[src/rtl/r8mbe_seq_mult_ctrl.sv]
// Sequential radix-8 modified-Booth unsigned multiplier controller.
// One shared multiple generator (1X..4X) feeds an accumulator that retires one Booth digit per clock.
module r8mbe_seq_mult_ctrl #(
  parameter int N = 24
) (
  input  logic           clk,
  input  logic           rst,
  input  logic           in_valid,
  output logic           in_ready,
  input  logic [N-1:0]   a_in,
  input  logic [N-1:0]   b_in,
  output logic           out_valid,
  input  logic           out_ready,
  output logic [2*N-1:0] prod,
  output logic           busy,
  output logic [3:0]     digit_idx
);

  localparam int NDIG = (N + 3) / 3;
  localparam int AW   = 2 * N + 3;
  localparam int MW   = N + 2;
  localparam logic [3:0] LAST_DIGIT = 4'(NDIG - 1);

  typedef enum logic [1:0] {IDLE, PRE, ITER, DONE} state_t;

  state_t          state;
  logic [N-1:0]    x_reg;
  logic [N-1:0]    y_reg;
  logic [MW-1:0]   m1;
  logic [MW-1:0]   m2;
  logic [MW-1:0]   m3;
  logic [MW-1:0]   m4;
  logic [AW-1:0]   acc;

  logic [N+3:0]    y_pad;
  logic [5:0]      shamt;
  logic [3:0]      win;
  logic [MW-1:0]   mag;
  logic            neg;
  logic [AW-1:0]   pp;
  logic [AW-1:0]   addend;
  logic [AW-1:0]   acc_next;

  assign in_ready = (state == IDLE) && !rst;

  // Y is padded with Y[-1]=0 below and zeros above so the top digit sees zero-extended bits.
  always_comb begin
    y_pad = {3'b000, y_reg, 1'b0};
    shamt = 6'(digit_idx) * 6'd3;
    win   = 4'(y_pad >> shamt);
    mag   = '0;
    neg   = 1'b0;
    case (win)
      4'b0001, 4'b0010: mag = m1;
      4'b0011, 4'b0100: mag = m2;
      4'b0101, 4'b0110: mag = m3;
      4'b0111:          mag = m4;
      4'b1000:          begin mag = m4; neg = 1'b1; end
      4'b1001, 4'b1010: begin mag = m3; neg = 1'b1; end
      4'b1011, 4'b1100: begin mag = m2; neg = 1'b1; end
      4'b1101, 4'b1110: begin mag = m1; neg = 1'b1; end
      default:          mag = '0;
    endcase
    pp = {{(AW - MW){1'b0}}, mag};
    if (neg) pp = -pp;
    addend   = pp << shamt;
    acc_next = acc + addend;
  end

  always_ff @(posedge clk) begin
    if (rst) begin
      state     <= IDLE;
      x_reg     <= '0;
      y_reg     <= '0;
      m1        <= '0;
      m2        <= '0;
      m3        <= '0;
      m4        <= '0;
      acc       <= '0;
      prod      <= '0;
      out_valid <= 1'b0;
      busy      <= 1'b0;
      digit_idx <= '0;
    end else begin
      case (state)
        IDLE: begin
          if (in_valid) begin
            x_reg <= a_in;
            y_reg <= b_in;
            acc   <= '0;
            busy  <= 1'b1;
            state <= PRE;
          end
        end
        PRE: begin
          m1        <= {2'b00, x_reg};
          m2        <= {1'b0, x_reg, 1'b0};
          m3        <= {2'b00, x_reg} + {1'b0, x_reg, 1'b0};
          m4        <= {x_reg, 2'b00};
          digit_idx <= '0;
          state     <= ITER;
        end
        ITER: begin
          acc       <= acc_next;
          digit_idx <= digit_idx + 4'd1;
          if (digit_idx == LAST_DIGIT) begin
            prod      <= acc_next[2*N-1:0];
            out_valid <= 1'b1;
            state     <= DONE;
          end
        end
        DONE: begin
          if (out_ready) begin
            out_valid <= 1'b0;
            busy      <= 1'b0;
            state     <= IDLE;
          end
        end
        default: state <= IDLE;
      endcase
    end
  end

  // The finished accumulator must be a non-negative value that fits the 2N-bit product.
  assert property (@(posedge clk) disable iff (rst)
    (state == DONE) |-> (acc[AW-1:2*N] == '0));

endmodule

[config.mk]
export PLATFORM = sky130hd
export DESIGN_NAME = r8mbe_seq_mult_ctrl
export DESIGN_NICKNAME = d
export VERILOG_FILES = /design/src/rtl/r8mbe_seq_mult_ctrl.sv
export SDC_FILE = /design/constraint.sdc
export NUM_CORES = 1
export LEC_CHECK = 0
export CORE_MARGIN = 2
export CORE_UTILIZATION = 40
export CTS_CLUSTER_DIAMETER = 50
export DETAILED_ROUTE_END_ITERATION = 7
export PLACE_DENSITY = 0.62
export RECOVER_POWER = 50
export SKIP_LAST_GASP = 1
export SLEW_MARGIN = 20
export SYNTH_ARGS = -nofsm -noshare
export SYNTH_HDL_FRONTEND = slang
export SYNTH_SLANG_ARGS = --single-unit
[constraint.sdc]
create_clock -name clk -period 16.8 [get_ports clk]
set_clock_uncertainty 0.05 [all_clocks]
set_input_delay 2.52 -clock clk [delete_from_list [all_inputs] [get_ports clk]]
set_output_delay 2.52 -clock clk [all_outputs]
set_load 0.01 [all_outputs]
==> impl_metrics.yaml, run 1 <==
# yosys + openroad results
synth:
  ys_warn_count: 0
  netlist_area_um2: 14800
  seq_area_frac_synth_pct: 27.2
  logic_family: "AND-OR/OR-AND gates"
  ys_sh_aoi_pct: 25.5
  ys_cells: 1875
  ys_sh_simple_pct: 18.9
  ys_top_cells_by_count: "nand2_1, dfxtp_1, nor2_1, a21oi_1, clkbuf_1"
  edf_count: 0
timing:
  rsz0062_at_grt: "false"
  hold_viol_final: 0
  maxSlewViolCount: 123
  setup_viol: 0
critical_path:
  cp.arrival_ps: 13030
  crit_end: "prod[47]$_SDFFE_PP0P_"
  end_kind: "flop"
  reg2reg_slack_ps: 4110
pwr:
  clkPwrFrac_pct: 30.9
  internal_power_mw: 1.17
  power.group.top: "combinational logic"
  combPwrFrac_pct: 40.0
outcome:
  status: "finished, violations left"
  violations: "capacitance limit, slew limit"
placement:
  placed_cell_area_um2: 16100
finish:
  stdcell_area_um2: 17100
  final-nonclk-buf-share_pct: 6.99
cts:
  cts.sinks: 201
detailed_routing:
  first_pass_iters: 6
global_route:
  grt_pass1_vias: 13182
  grt_use_met3_pct: 2.77
job:
  maxCapViolCount: 1
run_1/clk_routes.png
Scale bar: 50 um.
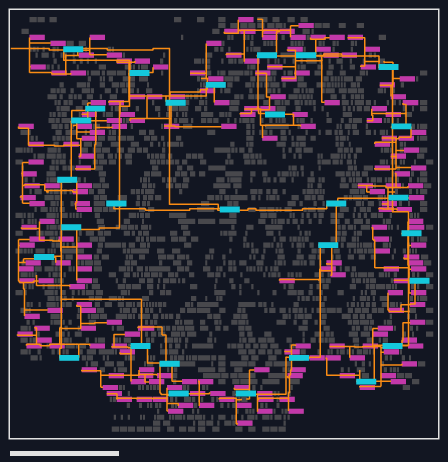
[orange] clock wires | length: 3070 um
[magenta] flip-flops | count: 201
[cyan] clock drivers | count: 29
flops lie: spread over the die

run_1/placement_by_type.png
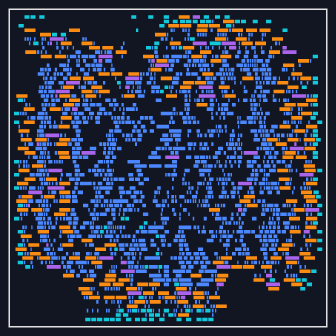
[blue] combinational and other logic | cells: 1558 | share of their area: 63%
[orange] sequential cells | cells: 201 | share of their area: 24%
[purple] clock drivers and dummy loads | cells: 50 | share of their area: 5.7%
[cyan] remaining buffers and delay cells | cells: 123 | share of their area: 7.2%

run_1/metal_density.png
39 x 39 tiles, from dark blue (low) to red (high), scaled to the fullest tile. Values are wire area over tile area, all layers added.
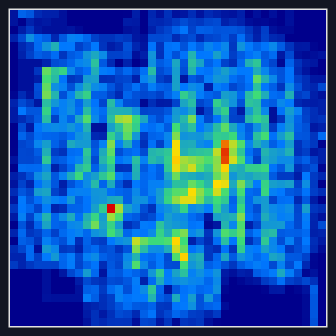
tiles over half the peak: 5.5%
fullest tile: 0.83
nearly empty tiles: 13%
densest ninth of the die: middle
mean over tiles: 0.18

run_1/layer_met4.png
Cells faint in the background.
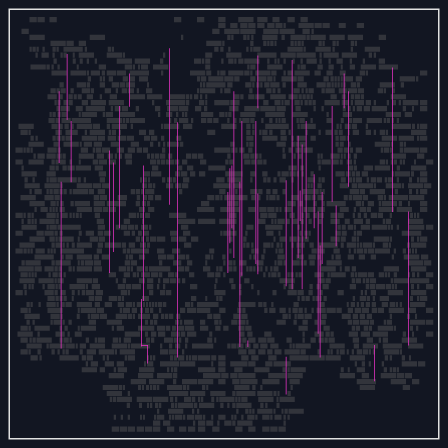
longest straight run: 107 um
share of all routed wire: 4.3%

## Run 2: what changed since run 1
--- a/config.mk
+++ b/config.mk
@@ -9,7 +9,7 @@
 export CORE_UTILIZATION = 40
 export CTS_CLUSTER_DIAMETER = 50
 export DETAILED_ROUTE_END_ITERATION = 7
-export PLACE_DENSITY = 0.62
+export PLACE_DENSITY = 0.64
 export RECOVER_POWER = 50
 export SKIP_LAST_GASP = 1
 export SLEW_MARGIN = 20
==> constraint.sdc (replaced) <==
create_clock -name clk -period 11.01 [get_ports clk]
set_clock_uncertainty 0.05 [all_clocks]
set_input_delay 1.6515 -clock clk [delete_from_list [all_inputs] [get_ports clk]]
set_output_delay 1.6515 -clock clk [all_outputs]
set_load 0.01 [all_outputs]
==> impl_metrics.yaml, run 2 <==
# yosys + openroad results
outcome:
  status: "finished, violations left"
  violations: "capacitance limit, slew limit"
pwr:
  power.group.top: "combinational logic"
  internal_power_mw: 1.88
  combPwrFrac_pct: 39.7
detailed_routing:
  detail_route.wirelength.met1_um: 18800
  first_pass_iters: 7
  routed.top_layer: "met4"
critical_path:
  required_ps: 11400
  timing.rr.end: "prod[47]$_SDFFE_PP0P_"
  crit_end: "prod[47]$_SDFFE_PP0P_"
  end_kind: "flop"
  cp.arrival_ps: 10760
synth:
  edf_count: 0
  topCellsByArea: "dfxtp_1, nand2_1, ha_1, a21oi_1, mux2i_1"
  netlist_area_um2: 14800
  ys_top_cells_by_count: "nand2_1, dfxtp_1, nor2_1, a21oi_1, clkbuf_1"
  ys_sh_simple_pct: 18.9
  ys_sh_aoi_pct: 25.5
  logic_family: "AND-OR/OR-AND gates"
  ys_cells: 1875
global_route:
  grt_pass1_vias: 13189
finish:
  stdcell_area_um2: 17400
  final-nonclk-buf-share_pct: 7.95
job:
  maxCapViolCount: 2
timing:
  maxSlewViolCount: 146
  setup_viol: 0
  rsz0062_at_grt: "false"
placement:
  placed_cell_area_um2: 16300
cts:
  cts.sinks: 201
run_2/clk_routes.png
Scale bar: 50 um.
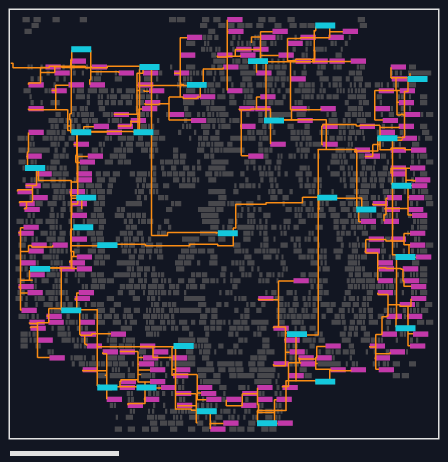
[orange] clock wires | length: 3050 um
[cyan] clock drivers | count: 29
[magenta] flip-flops | count: 201
routed clock nets: 30
flops lie: spread over the die

run_2/metal_density.png
39 x 39 tiles, from dark blue (low) to red (high), scaled to the fullest tile. Values are wire area over tile area, all layers added.
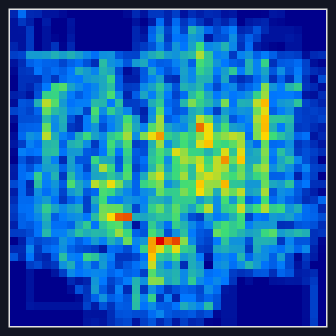
fullest tile: 0.70
densest ninth of the die: middle
tiles over half the peak: 11%
mean over tiles: 0.18

run_2/placement_by_type.png
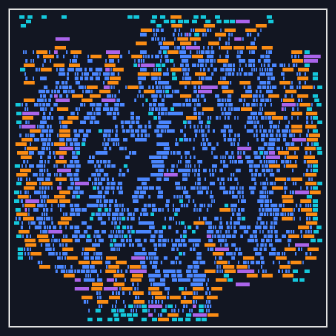
[purple] clock drivers and dummy loads | cells: 52 | share of their area: 6.1%
[blue] combinational and other logic | cells: 1558 | share of their area: 62%
[orange] sequential cells | cells: 201 | share of their area: 24%
[cyan] remaining buffers and delay cells | cells: 149 | share of their area: 8.2%

## Run 3: what changed since run 2
--- a/config.mk
+++ b/config.mk
@@ -9,7 +9,7 @@
 export CORE_UTILIZATION = 40
 export CTS_CLUSTER_DIAMETER = 50
 export DETAILED_ROUTE_END_ITERATION = 7
-export PLACE_DENSITY = 0.64
+export PLACE_DENSITY = 0.62
 export RECOVER_POWER = 50
 export SKIP_LAST_GASP = 1
 export SLEW_MARGIN = 20
==> impl_metrics.yaml, run 3 <==
# yosys + openroad results
timing:
  maxSlewViolCount: 210
  hold_viol_final: 0
  setup_viol: 0
synth:
  edf_count: 0
  ys_cells: 1875
  seq_area_frac_synth_pct: 27.2
  ys_top_cells_by_count: "nand2_1, dfxtp_1, nor2_1, a21oi_1, clkbuf_1"
  ys_sh_aoi_pct: 25.5
  logic_family: "AND-OR/OR-AND gates"
  netlist_area_um2: 14800
  ys_warn_count: 0
  ys_sh_simple_pct: 18.9
critical_path:
  crit_end: "prod[47]$_SDFFE_PP0P_"
  cp.arrival_ps: 10610
cts:
  ctsResizeCount: 0
finish:
  stdcell_area_um2: 17400
  final-nonclk-buf-share_pct: 7.46
outcome:
  violations: "capacitance limit, slew limit"
  status: "finished, violations left"
detailed_routing:
  first_pass_iters: 8
  routed.top_layer: "met4"
placement:
  placed_cell_area_um2: 16200
pwr:
  combPwrFrac_pct: 39.1
  clkPwrFrac_pct: 33.0
job:
  maxCapViolCount: 2
global_route:
  grt_pass1_vias: 13279
run_3/clk_routes.png
Scale bar: 50 um.
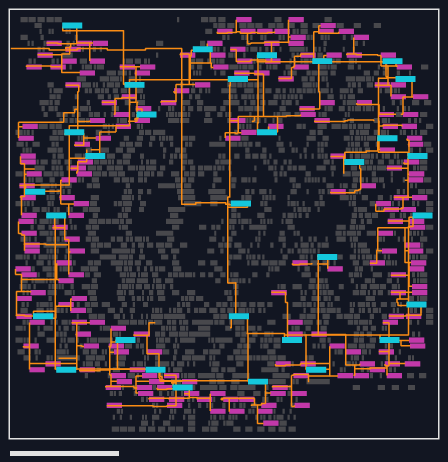
[cyan] clock drivers | count: 31
[magenta] flip-flops | count: 201
[orange] clock wires | length: 3180 um
flops lie: spread over the die
routed clock nets: 32

run_3/clocks.png
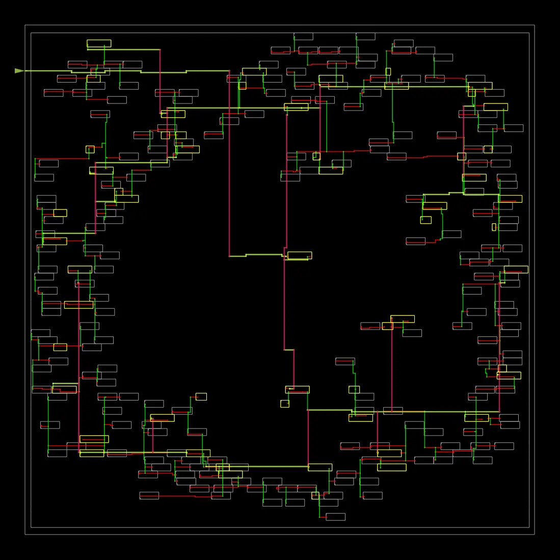
Flops: 201
clkbuf count: 36
CTS buffer count: 31
Latency at later pin: 570 ps
Sinks on Clock Net: 201

run_3/metal_density.png
39 x 39 tiles, from dark blue (low) to red (high), scaled to the fullest tile. Values are wire area over tile area, all layers added.
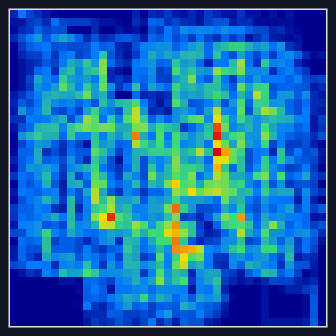
fullest tile: 0.70
densest ninth of the die: middle
nearly empty tiles: 11%

Power figures rest on the tool's default switching activity, not on a simulated workload.
